==> run_1/floorplan.png <==
Bar = 20 um. Pins as bars on the die edge. Tap cells in grey.
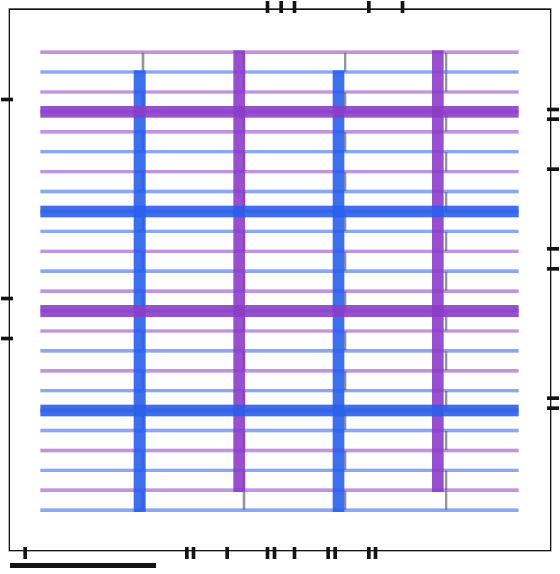
==> run_1/class_map.png <==
Bar = 20 um.
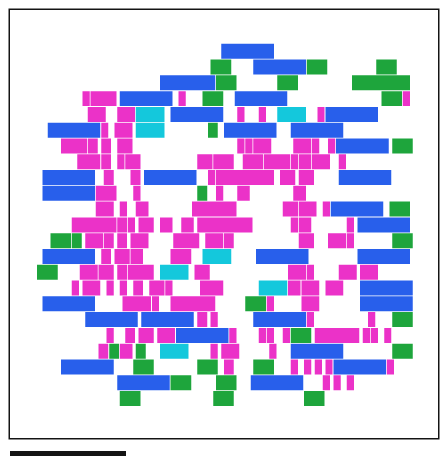
==> run_1/clock_wires.png <==
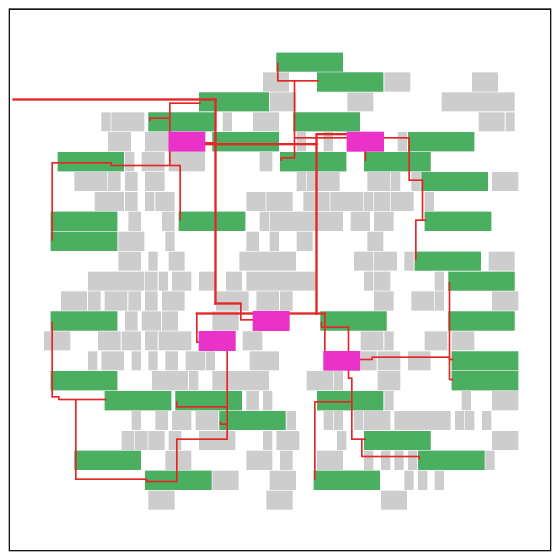
**src/rtl/spu_ma_pkg.sv**
```systemverilog
// Shared constants for the MA-unit mul/red sequencer: one-hot state encoding,
// default operand-length width and the drain-latency bound.
package spu_ma_pkg;

  localparam int unsigned ST_W   = 6;
  localparam int unsigned S_IDLE = 0;
  localparam int unsigned S_MUL  = 1;
  localparam int unsigned S_DRN  = 2;
  localparam int unsigned S_RED  = 3;
  localparam int unsigned S_WR   = 4;
  localparam int unsigned S_DONE = 5;

  localparam logic [ST_W-1:0] ST_IDLE = 6'b000001;
  localparam logic [ST_W-1:0] ST_MUL  = 6'b000010;
  localparam logic [ST_W-1:0] ST_DRN  = 6'b000100;
  localparam logic [ST_W-1:0] ST_RED  = 6'b001000;
  localparam logic [ST_W-1:0] ST_WR   = 6'b010000;
  localparam logic [ST_W-1:0] ST_DONE = 6'b100000;

  localparam int unsigned LEN_W_DEF   = 6;
  localparam int unsigned MUL_LAT_MAX = 15;
  localparam int unsigned DRN_W       = $clog2(MUL_LAT_MAX + 1);

endpackage

```
**src/rtl/spu_mamulred_idxcnt.sv**
```systemverilog
// Operand word index counter shared by the MUL, RED and WR passes.
// Terminal flag compares against the latched length, so the index never wraps.
module spu_mamulred_idxcnt
  import spu_ma_pkg::*;
#(
  parameter int unsigned LEN_W = LEN_W_DEF
) (
  input  logic             rclk,
  input  logic             reset,
  input  logic             clr_i,
  input  logic             inc_i,
  input  logic [LEN_W-1:0] len_i,
  output logic [LEN_W-1:0] idx_nxt_o,
  output logic             term_o
);

  logic [LEN_W-1:0] idx_q, idx_d;

  always_comb begin
    idx_d = idx_q;
    if (clr_i) begin
      idx_d = '0;
    end else if (inc_i) begin
      idx_d = idx_q + LEN_W'(1);
    end
  end

  always_ff @(posedge rclk or posedge reset) begin
    if (reset) begin
      idx_q <= '0;
    end else begin
      idx_q <= idx_d;
    end
  end

  assign idx_nxt_o = idx_d;
  assign term_o    = (idx_q == len_i);

endmodule

```
**src/rtl/spu_mamulred.sv**
```systemverilog
// MA-unit mul/red responder: sequences operand reads, multiply, drain, reduce and
// write-back, then pulses red_done. Optional busy-cycle counter: SPU_MAMULRED_PERF_CNT_EN.
module spu_mamulred
  import spu_ma_pkg::*;
#(
  parameter int unsigned LEN_W   = LEN_W_DEF,
  parameter int unsigned MUL_LAT = 4
) (
  input  logic             rclk,
  input  logic             reset,
  input  logic             se,
  input  logic             spu_mamulred_start_aequb,
  input  logic             spu_mamulred_start_anoteqb,
  input  logic [LEN_W-1:0] spu_mactl_len,
  input  logic             spu_mactl_kill_op,
  input  logic             spu_mactl_stxa_force_abort,
  output logic             spu_mared_red_done,
  output logic             spu_mamulred_busy,
  output logic             spu_mamulred_memren,
  output logic             spu_mamulred_rd_b_sel,
  output logic             spu_mamulred_mem_wen,
  output logic [LEN_W-1:0] spu_mamulred_word_idx,
  output logic             spu_mamulred_mul_issue,
  output logic             spu_mamulred_red_issue
`ifdef SPU_MAMULRED_PERF_CNT_EN
  ,
  output logic [15:0]      spu_mamulred_cyc_cnt
`endif
);

  logic [ST_W-1:0]  state_q, state_d;
  logic [LEN_W-1:0] len_q, len_d;
  logic             aeqb_q, aeqb_d;
  logic [DRN_W-1:0] drn_q, drn_d;
  logic             idx_clr, idx_inc, idx_term;
  logic [LEN_W-1:0] idx_nxt;
  logic             start, abort, pass_d;

  logic             red_done_q, busy_q, memren_q, rd_b_sel_q;
  logic             mem_wen_q, mul_issue_q, red_issue_q;
  logic [LEN_W-1:0] word_idx_q;

  // Scan enable has no functional role in this block.
  logic unused_se;
  assign unused_se = se;

  assign start = spu_mamulred_start_aequb | spu_mamulred_start_anoteqb;
  assign abort = spu_mactl_kill_op | spu_mactl_stxa_force_abort;

  spu_mamulred_idxcnt #(.LEN_W(LEN_W)) u_idxcnt (
    .rclk      (rclk),
    .reset     (reset),
    .clr_i     (idx_clr),
    .inc_i     (idx_inc),
    .len_i     (len_q),
    .idx_nxt_o (idx_nxt),
    .term_o    (idx_term)
  );

  always_ff @(posedge rclk or posedge reset) begin
    if (reset) begin
      state_q <= ST_IDLE;
      len_q   <= '0;
      aeqb_q  <= 1'b0;
      drn_q   <= '0;
    end else begin
      state_q <= state_d;
      len_q   <= len_d;
      aeqb_q  <= aeqb_d;
      drn_q   <= drn_d;
    end
  end

  // Next-state: starts only accepted in IDLE; abort overrides every busy state.
  always_comb begin
    state_d = state_q;
    len_d   = len_q;
    aeqb_d  = aeqb_q;
    drn_d   = drn_q;
    idx_clr = 1'b0;
    idx_inc = 1'b0;
    case (state_q)
      ST_IDLE: begin
        if (start) begin
          state_d = ST_MUL;
          len_d   = spu_mactl_len;
          aeqb_d  = spu_mamulred_start_aequb;
          idx_clr = 1'b1;
        end
      end
      ST_MUL: begin
        if (idx_term) begin
          state_d = ST_DRN;
          idx_clr = 1'b1;
          drn_d   = DRN_W'(1);
        end else begin
          idx_inc = 1'b1;
        end
      end
      ST_DRN: begin
        if (drn_q == DRN_W'(MUL_LAT)) begin
          state_d = ST_RED;
          drn_d   = '0;
        end else begin
          drn_d = drn_q + DRN_W'(1);
        end
      end
      ST_RED: begin
        if (idx_term) begin
          state_d = ST_WR;
          idx_clr = 1'b1;
        end else begin
          idx_inc = 1'b1;
        end
      end
      ST_WR: begin
        if (idx_term) begin
          state_d = ST_DONE;
          idx_clr = 1'b1;
        end else begin
          idx_inc = 1'b1;
        end
      end
      ST_DONE: state_d = ST_IDLE;
      default: begin
        state_d = ST_IDLE;
        idx_clr = 1'b1;
        drn_d   = '0;
      end
    endcase
    if (abort && !state_q[S_IDLE]) begin
      state_d = ST_IDLE;
      idx_clr = 1'b1;
      idx_inc = 1'b0;
      drn_d   = '0;
    end
  end

  assign pass_d = state_d[S_MUL] | state_d[S_RED] | state_d[S_WR];

  // Outputs are flops loaded from the next state so they line up with the state register.
  always_ff @(posedge rclk or posedge reset) begin
    if (reset) begin
      red_done_q  <= 1'b0;
      busy_q      <= 1'b0;
      memren_q    <= 1'b0;
      rd_b_sel_q  <= 1'b0;
      mem_wen_q   <= 1'b0;
      mul_issue_q <= 1'b0;
      red_issue_q <= 1'b0;
      word_idx_q  <= '0;
    end else begin
      red_done_q  <= state_d[S_DONE];
      busy_q      <= !state_d[S_IDLE];
      memren_q    <= state_d[S_MUL] | state_d[S_RED];
      rd_b_sel_q  <= state_d[S_MUL] & ~aeqb_d;
      mem_wen_q   <= state_d[S_WR];
      mul_issue_q <= state_d[S_MUL];
      red_issue_q <= state_d[S_RED];
      word_idx_q  <= pass_d ? idx_nxt : '0;
    end
  end

  assign spu_mared_red_done     = red_done_q;
  assign spu_mamulred_busy      = busy_q;
  assign spu_mamulred_memren    = memren_q;
  assign spu_mamulred_rd_b_sel  = rd_b_sel_q;
  assign spu_mamulred_mem_wen   = mem_wen_q;
  assign spu_mamulred_word_idx  = word_idx_q;
  assign spu_mamulred_mul_issue = mul_issue_q;
  assign spu_mamulred_red_issue = red_issue_q;

`ifdef SPU_MAMULRED_PERF_CNT_EN
  logic [15:0] cyc_q, cyc_d;

  // Counts working cycles of the last op; the DONE cycle shows the final total.
  always_comb begin
    cyc_d = cyc_q;
    if (state_q[S_IDLE]) begin
      if (start) begin
        cyc_d = '0;
      end
    end else if (!state_q[S_DONE] && (cyc_q != 16'hFFFF)) begin
      cyc_d = cyc_q + 16'd1;
    end
  end

  always_ff @(posedge rclk or posedge reset) begin
    if (reset) begin
      cyc_q <= '0;
    end else begin
      cyc_q <= cyc_d;
    end
  end

  assign spu_mamulred_cyc_cnt = cyc_q;
`endif

endmodule

```
**config.mk**
```make
export PLATFORM = sky130hd
export DESIGN_NAME = spu_mamulred
export DESIGN_NICKNAME = d
export VERILOG_FILES = /design/src/rtl/spu_ma_pkg.sv /design/src/rtl/spu_mamulred_idxcnt.sv /design/src/rtl/spu_mamulred.sv
export SDC_FILE = /design/constraint.sdc
export NUM_CORES = 1
export LEC_CHECK = 0
export CORE_MARGIN = 4
export CORE_UTILIZATION = 40
export CTS_CLUSTER_SIZE = 25
export DETAILED_ROUTE_END_ITERATION = 6
export GPL_TIMING_DRIVEN = 0
export PLACE_DENSITY_LB_ADDON = 0.15
export SYNTH_ARGS = -nofsm -noshare
export SYNTH_HDL_FRONTEND = slang
export SYNTH_SLANG_ARGS = --single-unit
```
**constraint.sdc**
```tcl
create_clock -name rclk -period 4.69 [get_ports rclk]
set_clock_uncertainty 0.15 [all_clocks]
set_input_delay 0.938 -clock rclk [delete_from_list [all_inputs] [get_ports rclk]]
set_output_delay 0.938 -clock rclk [all_outputs]
set_load 0.005 [all_outputs]
```
==> job_summary.md, run 1 <==
## PnR job results

| Metric | Value |
|---|---|
| Final setup fails | `0` |
| P per Cell Area | `around 450 nW/um2` |
| Final Hold Fails | `0` |
| Reg2Reg Setup Slack | `between 2 and 2.5 ns` |
| R2R cell count | `6` |
| Top-area cell share | `between 40 and 50%` |
| Crit-path slowest cell | `a311oi_1` |
| RSZ-0062 raised after global routing | `false` |
| Drt first pass iters | `4` |
| And-or/or-and share of the synthesized area | `between 10% and 20%` |
| Ys flop type | `dfrtp_1` |
| Via density | `~5.4` |
| Critical path peak fanout | `6` |
| Root buffer cell | `clkbuf_8` |
| Slew @ Worst Pin | `approximately 0.66 ns` |
| IO Pins | `26` |
| Netlist Area Pre-Place | `1730 um2` |
| CP Buf/Inv Count | `1` |
| Slew Limit Fails | `0` |
| Stages on worst setup path | `6` |
| Mean Syn Cell Area | `10.4 um2` |
| Num Clock Sinks | `32` |
| Worst Setup Path Type | `in -> reg` |
| Antenna violations before repair | `0` |
| Drt wl/cell | `~15 um` |
| Status | `completed` |
| TritonCTS buffer count | `5` |
| Nets | `215` |
| OpenROAD warning count | `28` |
| Flip-flops with a built-in enable | `0` |
| Top logic family | `simple AND/OR/NAND/NOR gates` |
| Ys cells | `about 170` |
| Final ANT Viol Nets | `0` |
| Worst hold stages | `2` |
| CTS tree | `built` |
| Worst-case clock buffer depth | `2` |
| Floorplan Nets | `roughly 180` |
| CP delay by family, top | `AND-OR/OR-AND gates` |
| XOR-XNOR Cells, Area Fraction | `between 7 and 8%` |
| Seq share, synth | `a little under half` |
| Period Utilization, post-route | `~64%` |
| Top cells by count | `dfrtp_1, nand2_1, nor2_1, xor2_1` |
| Async SR Flop Fraction | `100%` |
| Worst slew margin | `55.6%` |
| Yosys adder share | `under 10%` |
| Via count | `about 1400` |
| Max-Cap Viols | `0` |
| Post-CTS Setup Repair Bufs | `0` |
| Antenna cells | `0` |
| Yosys top cell by instances | `dfrtp_1` |
| Overall Global Routing Usage | `approximately 15%` |
| Synth warn | `0` |
| Resized cells post-CTS | `0` |
| 1st-iter DRT viols | `between 60 and 70` |
| P&R area growth vs syn | `24.7%` |
| Clk_lat worst skew | `0.28 ns` |
| Setup TNS | `0 ns` |
| Leakage | `about 0.91 nW` |
| H-tree depth | `2` |
| Die Area | `about 5400 um2` |
| Crit start category | `primary input` |
| FILL cells | `388` |
| Grt total ovfl | `0` |
| HPWL Detailed | `roughly 2.7 mm` |
| Dominant cell type by area after synthesis | `dfrtp_1` |
Back to the opening pictures, floorplan.png:
colour	net
blue	VSS
purple	VDD
met4 straps	4
tap cells	50
signal pins	26
met5 straps	4
core area: 4090 um2
die extent in x: 73.8 um
DIE HEIGHT: 73.8 um
worst IR drop on VDD: 0.175 mV

Back to the opening pictures, class_map.png:
colour	class	cells	share of their area
magenta	remaining logic cells	130	43%
green	remaining buffers and delay cells	30	14%
cyan	clock drivers and dummy loads	7	4.6%
blue	registers	32	38%
Rows: 23
Layout Utilization: 52.8%
register share of the cell area: 37.2%

Back to the opening pictures, clock_wires.png:
[green] flip-flops | count: 32
[magenta] clock-net drivers | count: 5
[red] clock wires | length: 415 um
routed clock nets	6
Clock Power Share: 22.9%
power in the clock group: 0.223 mW

-- run 1: area by class of cell --
cell class                      count  area, um2  area share (%)
Sequential cell                    32        802            37.2
Timing Repair Buffer               25        268            12.4
Multi-Input combinational cell    125        883            41.0
Buffer                              5       25.0            1.16
Inverter                            5       18.8           0.871
Clock buffer                        7       96.3            4.47
Tap cell                           50       62.6            2.90
-- run 1: layout by cell type, fill, tap and decap left out, types with 2 or more instances in the layout --
master,instances
inv_1,4
nor2_1,19
nor3_1,3
o21bai_1,2
and3_1,2
a21oi_1,5
nand2_1,27
nand4b_1,2
o21ai_0,5
clkbuf_8,7
a211oi_1,5
a22o_1,2
o21ai_1,2
nand3b_1,2
nand4_1,4
xor2_1,9
ha_1,3
clkdlybuf4s50_1,24
o211ai_1,3
buf_2,5
nor4_4,3
o21ba_2,2
dfrtp_1,31
xnor2_1,5
-- run 1: power by group --
| group | internal (mW) | switching [mW] | leakage (nW) |
|---|---|---|---|
| logic | 0.157 | 0.239 | 0.430 |
| clock network | 0.130 | 0.0920 | 0.0503 |
| registers | 0.327 | 0.0271 | 0.427 |
| total | 0.614 | 0.358 | 0.907 |
-- run 1: metal layers --
layer	routed length (um)	vias up	part of all wire, %	GRT usage, %
met5	0	-	0	0
met4	68	0	1.8	6.44
met3	155	6	4.2	4.10
met2	1870	24	50	25.2
met1	1610	662	44	18.3
li1	-	662	-	-
-- run 1: through the flow --
stage	power (mW)	instance area, um2	hold slack (ns)	setup slack [ns]	std cells
detailed placement	0.756	2030	0.347	1.42	241
global route	1.04	2160	0.371	1.61	249
CTS	0.984	2130	0.363	1.71	248
floorplan	0.644	1730	0.316	2.44	167
finish	0.973	2160	0.358	1.71	249
global placement	0.740	2030	0.337	1.58	241
==> run 1 -> run 2 <==
==> constraint.sdc (replaced) <==
create_clock -name rclk -period 2.9 [get_ports rclk]
set_clock_uncertainty 0.15 [all_clocks]
set_input_delay 0.58 -clock rclk [delete_from_list [all_inputs] [get_ports rclk]]
set_output_delay 0.58 -clock rclk [all_outputs]
set_load 0.005 [all_outputs]
==> run_2/layers.png <==
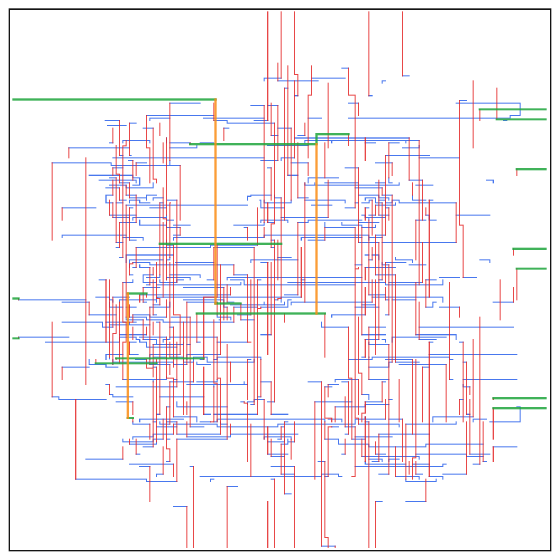
colour	layer	wire length
orange	M4	68.0 um
red	M2	1870 um
green	M3	155 um
blue	M1	1620 um
drt wl/cell: 14.9 um
Overall Global Routing Usage: 15.2%
Post-Route WL: 3.70 mm

==> run_2/class_map.png <==
Bar = 20 um.
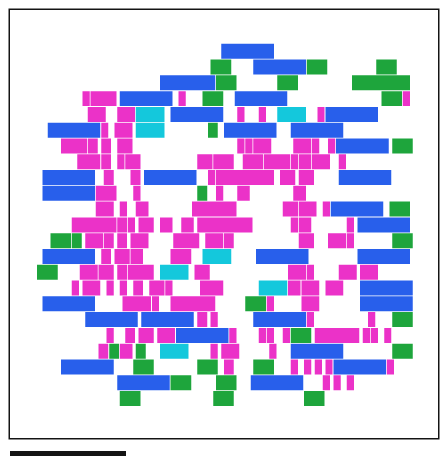
colour	class	cells	share of their area
magenta	remaining logic cells	130	43%
cyan	clock drivers and dummy loads	7	4.6%
blue	registers	32	38%
green	remaining buffers and delay cells	30	14%
fin area: 2160 um2

==> run 2 against run 1 <==
Net effect:
- combinational power up 61%
- die area unchanged
- critical path depth unchanged
- total power increased by 62%
- critical path type unchanged
- critical endpoint unchanged
- highest routed layer unchanged
==> job_summary.md, run 2 <==
## PnR job results

| Metric | Value |
|---|---|
| Worst-case clock buffer depth | `2 (unchanged)` |
| Num Clock Sinks | `32 (unchanged)` |
| Hold crit path type | `reg -> reg (unchanged)` |
| P_int | `0.994 mW (was 0.614 mW)` |
| Crit-path max cell delay | `0.55 ns (about the same)` |
| Reg2reg start | `state_q[0] (unchanged)` |
| Mean Syn Cell Area | `10.4 um2 (unchanged)` |
| Synth top area cells | `dfrtp_1, nand2_1, xor2_1 (unchanged)` |
| Register share of total power | `36.4% (about the same)` |
| Crit. End Element | `flop (unchanged)` |
| Number of synthesized register bits | `32 (unchanged)` |
| P_sw | `0.580 mW (was 0.358 mW)` |
| CTS tree | `built (unchanged)` |
| Worst slew margin | `55.6% (unchanged)` |
| Sequential power | `0.572 mW (was 0.354 mW)` |
| Seq share, synth | `46.4% (unchanged)` |
| Fmax | `roughly 380 MHz` |
| Power, Total | `1.57 mW (was 0.973 mW)` |
| Core area | `4090 um2 (unchanged)` |
| Antenna violations before repair | `0 (unchanged)` |
| Floorplan Nets | `183 (unchanged)` |
| 1st-iter DRT viols | `64 (unchanged)` |
| First-pass GRT wire length | `6.26 mm (unchanged)` |
| Nets | `215 (unchanged)` |
| H-tree depth | `2 (unchanged)` |
| Setup ws final | `0.278 ns (was 1.71 ns)` |
| Worst hold slack | `0.358 ns (unchanged)` |
| Layout Utilization | `52.8% (unchanged)` |
| Crit-path slowest cell | `a311oi_1 (unchanged)` |
| Flip-flops with a built-in enable | `0 (unchanged)` |
| Comb pwr share | `40.8% (about the same)` |
| Top-area cell share | `44.9% (unchanged)` |
| Sw Ratio | `36.8% (about the same)` |
| TritonCTS buffer count | `5 (unchanged)` |
| Max power group | `combinational cells (unchanged)` |
| Resized cells post-CTS | `0 (unchanged)` |
| Final ANT Viol Nets | `0 (unchanged)` |
| Post-CTS Setup Repair Bufs | `0 (unchanged)` |
| Die extent in x | `73.8 um (unchanged)` |
| Most instantiated logic cell after routing | `dfrtp_1 (unchanged)` |
| Clk_lat worst skew | `0.28 ns (about the same)` |
| Top cells by count | `dfrtp_1, nand2_1, nor2_1, xor2_1 (unchanged)` |
| Ys cells | `167 (unchanged)` |
| Die Area | `5440 um2 (unchanged)` |
| Comb pwr | `0.641 mW (was 0.397 mW)` |
| P per Cell Area | `730 nW/um2 (was 451 nW/um2)` |
| Drt first pass iters | `4 (unchanged)` |
| DIE HEIGHT | `73.8 um (unchanged)` |
| Period Utilization, post-route | `between 90% and 100%` |
| Ys flop type | `dfrtp_1 (unchanged)` |
| DRC Markers | `0 (unchanged)` |
| Netlist Area Pre-Place | `1730 um2 (unchanged)` |
| Leakage | `0.907 nW (unchanged)` |
| Crit path time final | `2.62 ns` |
| Dominant cell type by area after synthesis | `dfrtp_1 (unchanged)` |
| Pre-CTS setup slack | `-0.00793 ns (was 1.42 ns)` |
| Final Hold Fails | `0 (unchanged)` |
| Via density | `5.44 (unchanged)` |
| Crit start category | `primary input (unchanged)` |
| Via count | `1354 (unchanged)` |
| Most common logic cells in the final layout | `dfrtp_1, nand2_1, clkdlybuf4s50_1, nor2_1, xor2_1 (unchanged)` |
| Rows | `23 (unchanged)` |
| Final setup fails | `0 (unchanged)` |
| Slew @ Worst Pin | `0.662 ns (unchanged)` |
| P&R area growth vs syn | `24.7% (unchanged)` |
| Grt total ovfl | `0 (unchanged)` |
| RSZ-0062 raised after global routing | `false (unchanged)` |
| Slew Limit Fails | `0 (unchanged)` |
| Async SR Flop Fraction | `100% (unchanged)` |
| Root buffer cell | `clkbuf_8 (unchanged)` |
| Status | `completed (unchanged)` |
| Power in the clock group | `0.360 mW (was 0.223 mW)` |
| Max-Cap Viols | `0 (unchanged)` |
| Clock Power Share | `22.9% (about the same)` |
| HPWL Detailed | `2.75 mm (unchanged)` |
| Worst Setup Path Type | `in -> reg (unchanged)` |
| IO Pins | `26 (unchanged)` |
| Antenna cells | `0 (unchanged)` |
| Critical path peak fanout | `6 (unchanged)` |
| Yosys chip area | `1730 um2 (unchanged)` |
| Synth warn | `0 (unchanged)` |
| Yosys top cell by instances | `dfrtp_1 (unchanged)` |
| OpenROAD warning count | `28 (unchanged)` |
==> run_2/floorplan.png <==
Bar = 20 um. Pins as bars on the die edge. Tap cells in grey.
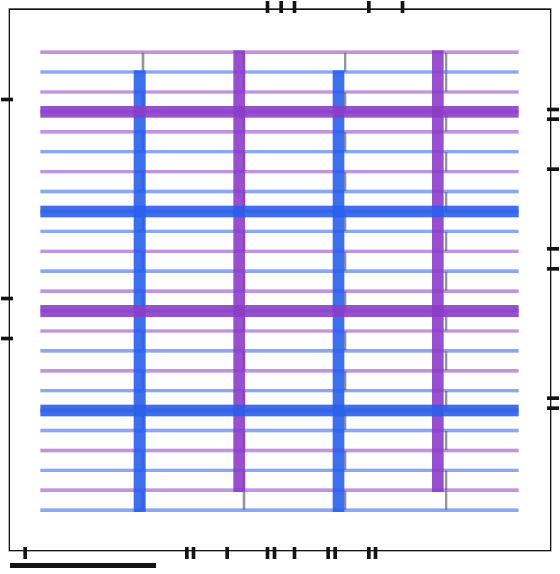
colour	net
blue	VSS
purple	VDD
met4 straps	4
met1 rails	24
met5 straps	4
signal pins	26
worst IR drop on VDD: 0.283 mV

[run 2: cell counts after synthesis]
No cell type changed its count.
[run 2: worst max-delay path: cells and delay by family]
kind | cells | cell delay [ns]
buf+inv | 1 | 0.49
simple gates | 1 | 0.20
compound gates | 4 | 1.39
[run 2: area by class of cell]
cell class | count | area [um2]
fill | 388 | 1930
multi-input combinational | 125 | 883
sequential | 32 | 802
timing repair buffer | 25 | 268
clock buffer | 7 | 96.3
tap | 50 | 62.6
buffer | 5 | 25.0
inverter | 5 | 18.8
[run 2: through the flow]
stage | area, um2 | TNS (ns) | instances
6_report | 2160 | 0 | 249
5_1_grt | 2160 | 0 | 249
4_1_cts | 2130 | 0 | 248
3_5_place_dp | 2030 | -0.00793 | 241
3_3_place_gp | 2030 | 0 | 241
2_1_floorplan | 1730 | 0 | 167
[run 2: kinds of logic (layout without fill, tap and decap cells)]
kind of cell    count (synthesis)  count (layout)  share of synthesized area (%)
buf+inv                        10              42                           2.53
mux                             2               2                           1.23
compound gates                 36              36                           18.0
fa+ha+maj                       3               3                           2.17
flops                          32              32                           46.4
xor+xnor                       14              14                           7.09
simple gates                   70              70                           22.6
[run 2: per-layer routing]
metal / share of wire [%] / global-route usage, %
met1: 44 / 18.3
met2: 50 / 25.2
met3: 4.2 / 4.10
met4: 1.8 / 6.44
met5: 0 / 0
[run 2: worst paths after layout]
| kind | end | slack [ns] | cells after the start |
|---|---|---|---|
| setup / recovery | u_idxcnt.idx_q[1] | 0.28 | 6 |
| hold / removal | len_q[4] | 0.36 | 2 |
| setup reg to reg | u_idxcnt.idx_q[1] | 0.28 | 6 |
| hold reg to reg | len_q[4] | 0.36 | 2 |
| max in group asynchronous | aeqb_q | 1.68 | 3 |
| min in group asynchronous | spu_mamulred_word_idx[1] | 0.47 | 2 |
No activity file was given, so power comes from the tool's default toggle rates.
